File: config.mk
export PLATFORM = sky130hd
export DESIGN_NAME = issue_ctrl
export DESIGN_NICKNAME = d
export VERILOG_FILES = /design/src/rtl/issue_ctrl.sv
export SDC_FILE = /design/constraint.sdc
export NUM_CORES = 1
export LEC_CHECK = 0
export CORE_ASPECT_RATIO = 0.8
export CORE_MARGIN = 2
export CORE_UTILIZATION = 35
export CTS_CLUSTER_SIZE = 25
export DETAILED_ROUTE_END_ITERATION = 10
export SLEW_MARGIN = 20
export SYNTH_ARGS = -nofsm -noshare
export SYNTH_HDL_FRONTEND = slang
export SYNTH_SLANG_ARGS = --single-unit
export TNS_END_PERCENT = 20
File: constraint.sdc
create_clock -name clk1 -period 3.35 [get_ports clk1]
set_input_delay 1.005 -clock clk1 [delete_from_list [all_inputs] [get_ports clk1]]
set_output_delay 1.005 -clock clk1 [all_outputs]
set_load 0.02 [all_outputs]
File: src/rtl/issue_ctrl.sv
// In-order issue controller: opcode class decode, ROB tag allocation,
// register rename table and per-class reservation-station occupancy.
module issue_ctrl #(
  parameter int ROB_DEPTH    = 8,
  parameter int RS_PER_CLASS = 3,
  parameter int NREGS        = 16,
  localparam int TAG_W       = $clog2(ROB_DEPTH)
) (
  input  logic             clk1,
  input  logic             rst_n,
  input  logic             in_valid,
  output logic             in_ready,
  input  logic [3:0]       in_func,
  input  logic [3:0]       in_rd,
  input  logic [3:0]       in_rs1,
  input  logic [3:0]       in_rs2,
  input  logic             commit_valid,
  input  logic [2:0]       rs_free,
  input  logic             flush,
  output logic             iss_valid,
  output logic [TAG_W-1:0] iss_tag,
  output logic [1:0]       iss_class,
  output logic [3:0]       iss_func,
  output logic [3:0]       iss_rd,
  output logic [TAG_W-1:0] iss_rs1_tag,
  output logic [TAG_W-1:0] iss_rs2_tag,
  output logic             iss_rs1_busy,
  output logic             iss_rs2_busy,
  output logic             illegal,
  output logic [TAG_W:0]   rob_count,
  output logic [TAG_W-1:0] head_tag
);

  localparam int REG_W = $clog2(NREGS);
  localparam int CNT_W = $clog2(RS_PER_CLASS + 1);

  typedef enum logic [1:0] {
    CLS_ADD = 2'd0,
    CLS_MUL = 2'd1,
    CLS_BCH = 2'd2
  } cls_e;

  logic [TAG_W-1:0] r_head;
  logic [TAG_W-1:0] r_tail;
  logic [TAG_W:0]   r_count;
  logic [CNT_W-1:0] r_cls_cnt [3];
  logic [NREGS-1:0] r_busy;
  logic [TAG_W-1:0] r_tag [NREGS];
  logic [REG_W-1:0] r_rob_rd [ROB_DEPTH];
  logic [ROB_DEPTH-1:0] r_rob_wr;

  cls_e             w_cls;
  logic             w_illegal_op;
  logic             w_rob_full;
  logic             w_cls_full;
  logic             w_fire;
  logic             w_alloc;
  logic             w_writes;
  logic             w_commit;
  logic             w_head_clr;
  logic [REG_W-1:0] w_head_rd;
  logic [REG_W-1:0] w_rd;
  logic [2:0]       w_inc;
  logic [2:0]       w_dec;

  // 000x add, 001x mul, 01xx bch, 1xxx illegal
  always_comb begin
    w_illegal_op = in_func[3];
    w_cls        = CLS_ADD;
    if (in_func[2])      w_cls = CLS_BCH;
    else if (in_func[1]) w_cls = CLS_MUL;
  end

  // NOTE: every combinational output gets a default before any conditional
  // assignment so no path leaves it unassigned and no latch is inferred.
  always_comb begin
    w_cls_full = 1'b0;
    w_inc      = '0;
    w_dec      = '0;
    for (int c = 0; c < 3; c++) begin
      if (w_cls == cls_e'(c) && r_cls_cnt[c] >= CNT_W'(RS_PER_CLASS))
        w_cls_full = 1'b1;
      w_inc[c] = w_alloc && (w_cls == cls_e'(c));
      w_dec[c] = rs_free[c] && (r_cls_cnt[c] != '0);
    end
  end

  assign w_rob_full = (r_count >= (TAG_W+1)'(ROB_DEPTH));
  assign in_ready   = !flush && (w_illegal_op || (!w_rob_full && !w_cls_full));
  assign w_fire     = in_valid && in_ready;
  assign w_alloc    = w_fire && !w_illegal_op;
  assign w_writes   = w_alloc && (w_cls != CLS_BCH);
  assign w_rd       = in_rd[REG_W-1:0];

  assign w_commit   = commit_valid && (r_count != '0);
  assign w_head_rd  = r_rob_rd[r_head];
  // Only the newest producer of a register may release it.
  assign w_head_clr = w_commit && r_rob_wr[r_head] && (r_tag[w_head_rd] == r_head);

  // NOTE: the ROB destination array holds no control state (it is only read
  // for occupied entries), so it is left out of reset and kept in a plain
  // clocked block.
  always_ff @(posedge clk1) begin
    if (w_alloc) r_rob_rd[r_tail] <= w_rd;
  end

  // NOTE: all state uses non-blocking assignments; where two assignments hit
  // the same register in one edge, the later one (issue after commit) wins.
  always_ff @(posedge clk1 or negedge rst_n) begin
    if (!rst_n) begin
      r_head       <= '0;
      r_tail       <= '0;
      r_count      <= '0;
      r_busy       <= '0;
      r_rob_wr     <= '0;
      for (int c = 0; c < 3; c++) r_cls_cnt[c] <= '0;
      for (int r = 0; r < NREGS; r++) r_tag[r] <= '0;
      iss_valid    <= 1'b0;
      illegal      <= 1'b0;
      iss_tag      <= '0;
      iss_class    <= '0;
      iss_func     <= '0;
      iss_rd       <= '0;
      iss_rs1_tag  <= '0;
      iss_rs2_tag  <= '0;
      iss_rs1_busy <= 1'b0;
      iss_rs2_busy <= 1'b0;
    end else if (flush) begin
      r_head    <= '0;
      r_tail    <= '0;
      r_count   <= '0;
      r_busy    <= '0;
      for (int c = 0; c < 3; c++) r_cls_cnt[c] <= '0;
      iss_valid <= 1'b0;
      illegal   <= 1'b0;
    end else begin
      iss_valid <= w_alloc;
      illegal   <= w_fire && w_illegal_op;

      if (w_alloc) begin
        r_tail           <= r_tail + TAG_W'(1);
        r_rob_wr[r_tail] <= w_writes;
        iss_tag          <= r_tail;
        iss_class        <= w_cls;
        iss_func         <= in_func;
        iss_rd           <= in_rd;
        iss_rs1_tag      <= r_tag[in_rs1[REG_W-1:0]];
        iss_rs2_tag      <= r_tag[in_rs2[REG_W-1:0]];
        iss_rs1_busy     <= r_busy[in_rs1[REG_W-1:0]];
        iss_rs2_busy     <= r_busy[in_rs2[REG_W-1:0]];
      end

      if (w_commit) r_head <= r_head + TAG_W'(1);

      case ({w_alloc, w_commit})
        2'b10:   r_count <= r_count + (TAG_W+1)'(1);
        2'b01:   r_count <= r_count - (TAG_W+1)'(1);
        default: r_count <= r_count;
      endcase

      for (int c = 0; c < 3; c++) begin
        case ({w_inc[c], w_dec[c]})
          2'b10:   r_cls_cnt[c] <= r_cls_cnt[c] + CNT_W'(1);
          2'b01:   r_cls_cnt[c] <= r_cls_cnt[c] - CNT_W'(1);
          default: r_cls_cnt[c] <= r_cls_cnt[c];
        endcase
      end

      if (w_head_clr) r_busy[w_head_rd] <= 1'b0;
      if (w_writes) begin
        r_busy[w_rd] <= 1'b1;
        r_tag[w_rd]  <= r_tail;
      end
    end
  end

  assign rob_count = r_count;
  assign head_tag  = r_head;

endmodule
==> summary.txt <==
Notes on the flow run.

- After synthesis, the share of cell area in mux cells is 24.27%.
- The number of sequential storage elements is ~140, for reference.
- The floorplan step defined a die boundary enclosing 23730 µm².
- In the synthesized netlist the async set-or-reset flop fraction comes to 77.46%.
- The detailed-routing wirelength on met1 is 10.08 mm, for reference.
- Counting both buffers and inverters, the worst setup path holds a total of 2.
- In the post-synthesis netlist, the biggest area contributors are sky130_fd_sc_hd__dfrtp_1, sky130_fd_sc_hd__mux4_2, sky130_fd_sc_hd__edfxtp_1.
- In this run, the synthesized area fraction spent on adder and majority cells is recorded as 0.6353%.
- The pre-antenna-repair detailed-routing pass consisted of 5 iterations.
- The post-detailed-routing wire length is 20.99 mm, for reference.
- Per the layout report, the design carries 128 non-clock buffers.
- The placeable core region is ~22000 µm², for reference.
- The fraction of area in registers is between 30% and 40%, for reference.
- For reference, the top logic cell family by area is multiplexers.
- STA classifies the critical path endpoint as a primary output.
- For this run, the detailed router reports a per-instance via density of 5.411.
- The first global-routing pass estimated roughly 34 mm of wire.
- The worst-case clock skew is 0.01419 ns, for reference.
- Of the available clock period, the critical path in the final layout requires 98.23%.
- The number of enable flip-flop cells is 32, for reference.
- Per the detail_route report, the via count comes to ~5800.
- The design received a total of 306 well taps at floorplan.
- Along the worst path, the maximum fanout reaches 3.
- In this run the post-CTS setup repair buffer count came out at 0.
- Global route summary, busiest routing layer listed as met1.
- The buffer_ports step reported a buffer count of 54.
- The final tally of max-slew violations is 0, for reference.
- The number of gates resized after CTS is 7, for reference.
- The switching share of power is 31.31%, for reference.
- The leading cell type by number of instances after synthesis is sky130_fd_sc_hd__dfrtp_1, for reference.
- The number of failing setup endpoints in the final timing report is 0, for reference.
- The share of the core area taken by cells at floorplan is 35.40%.
- The post-route setup TNS is 0 ns, for reference.
- The power report attributes to the clock group a share of a little over a third.
- In this run, the synthesized area fraction spent on AND-OR/OR-AND gates is recorded as a little under a tenth.
- The cell class ranked first by area is multi-input combinational cells, for reference.
- The clock net in this run drives a total of 142 sinks.
- The class of the worst hold path is primary input to async pin, for reference.
- The cell family contributing the most delay on the critical path is buffers and inverters, for reference.
- The pin closest to its max-slew limit shows a slew of 0.9560 ns.
- The worst setup path is launched from a primary input.
- The run finished with clean final reports.
- The cell total in the yosys stat output is 653, for reference.
- The power dissipated in sequential cells is 1.99 mW, for reference.
- At the end of routability-driven placement, the weighted congestion stood at about 0.85.
- The synthesis log from Yosys contains 0 warnings.
- Sorting the synthesized cells by how often they occur yields sky130_fd_sc_hd__dfrtp_1, sky130_fd_sc_hd__nand2_1, sky130_fd_sc_hd__mux4_2.
- The initial antenna violation count is 0, for reference.
- Routed signal wires occupy layers up through met4.
- The clock tree buffer count of the final layout is 21, for reference.
- The placed instance area is 9228 µm², for reference.
- The count of standard-cell rows is 49, for reference.
- The tally of non-filler cells in the final layout is 1081, for reference.
- The clock reaches the later pin of the worst-skew pair after 0.43 ns.
- The largest net degree at the start of global routing is between 60 and 70, for reference.
- The worst-case max-slew headroom was logged as 36.27%.
- The clock period minus worst slack is 3.291 ns, for reference.
- Per the layout area report, the register area comes to around 3700 µm².
- TritonCTS created 17 clock buffers.
- In this run the biggest area consumer among cell types represents 34.94% of the synthesized area.
- CTS built an H-tree with a depth of 4.
- The setup slack after placement is -0.5248 ns, for reference.
- The post-synth register bit count is between 100 and 150.
- The filler cell count is 2079, for reference.
- The area fraction of clock buffers and clock inverters is 6.294%, for reference.
- The count of unresolved DRC violations after routing is 0, for reference.
- The largest part of the power goes to registers.
[final timing paths]
path | startpoint | to | slack (ns) | cells after the start
max | in_func[2] | in_ready | 0.06 | 5
min | rst_n | iss_func[3] | 0.44 | 1
max reg2reg | head_tag[1] | r_busy[13] | 0.09 | 10
min reg2reg | iss_rs1_tag[2] | iss_rs1_tag[2] | 0.47 | 2
max in group asynchronous | rst_n | head_tag[0] | 2.24 | 2
min in group clk1 | iss_rs1_tag[2] | iss_rs1_tag[2] | 0.47 | 2
[sequential cells by signal, summed over array words and instances (netlist names), 3 cells and up]
register     count
r_tag           48
r_rob_rd        32
r_busy          16
r_rob_wr         8
r_cls_cnt        6
iss_func         4
iss_rd           4
rob_count        4
head_tag         3
iss_rs1_tag      3
iss_rs2_tag      3
iss_tag          3
r_tail           3
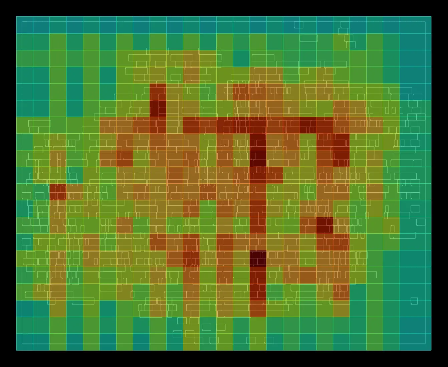
congestion.png
met3 Resource Use GR: 4.896%
global-route usage over all layers: 18.82%
utilization after layout: 44.30%
routing usage on met1: 28.65%
average routed wire per standard cell: 19.42 µm

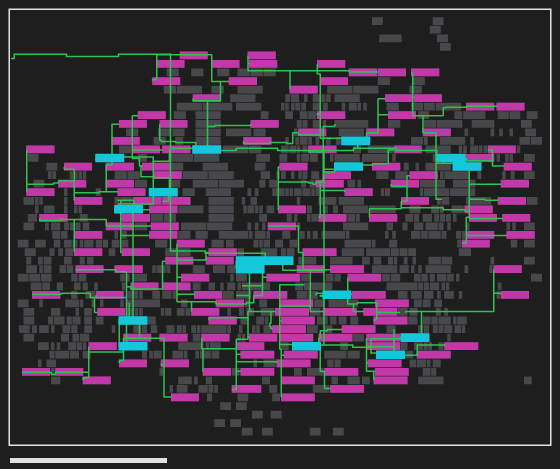
clk_routes.png
The bar under the picture is 50 µm long.
flip-flops: drawn in magenta, count 142. clock drivers: drawn in cyan, count 17. clock wires: drawn in green, length 2040 µm.
Position of the flops: spread over the die. There are 18 routed clock nets.

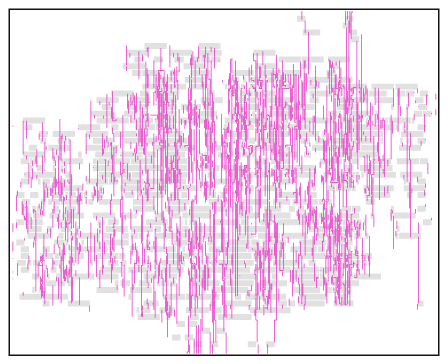
layer_met2.png
Cells faint in the background.
The longest straight run is 51.7 µm. The layer carries 9040 µm of wire.

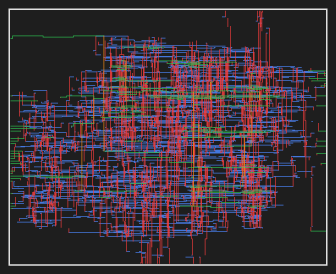
wires.png
metal 1: drawn in blue, wire length 10100 µm. metal 3: drawn in green, wire length 1540 µm. metal 4: drawn in orange, wire length 327 µm. metal 2: drawn in red, wire length 9040 µm.

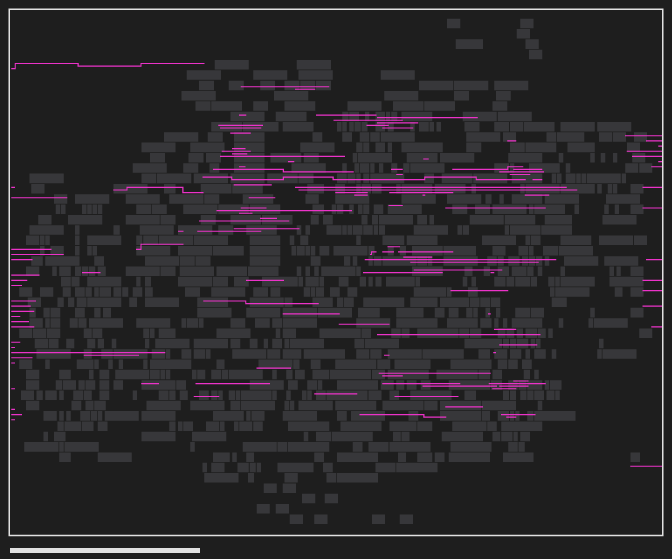
layer_met3.png
The bar under the picture is 50 µm long. Cells faint in the background.
The layer carries 1540 µm of wire. The longest straight run is 73.1 µm. The layer holds 7.3% of the routed length. The wires run mostly horizontal.

Power is estimated from default activity; no workload was simulated.
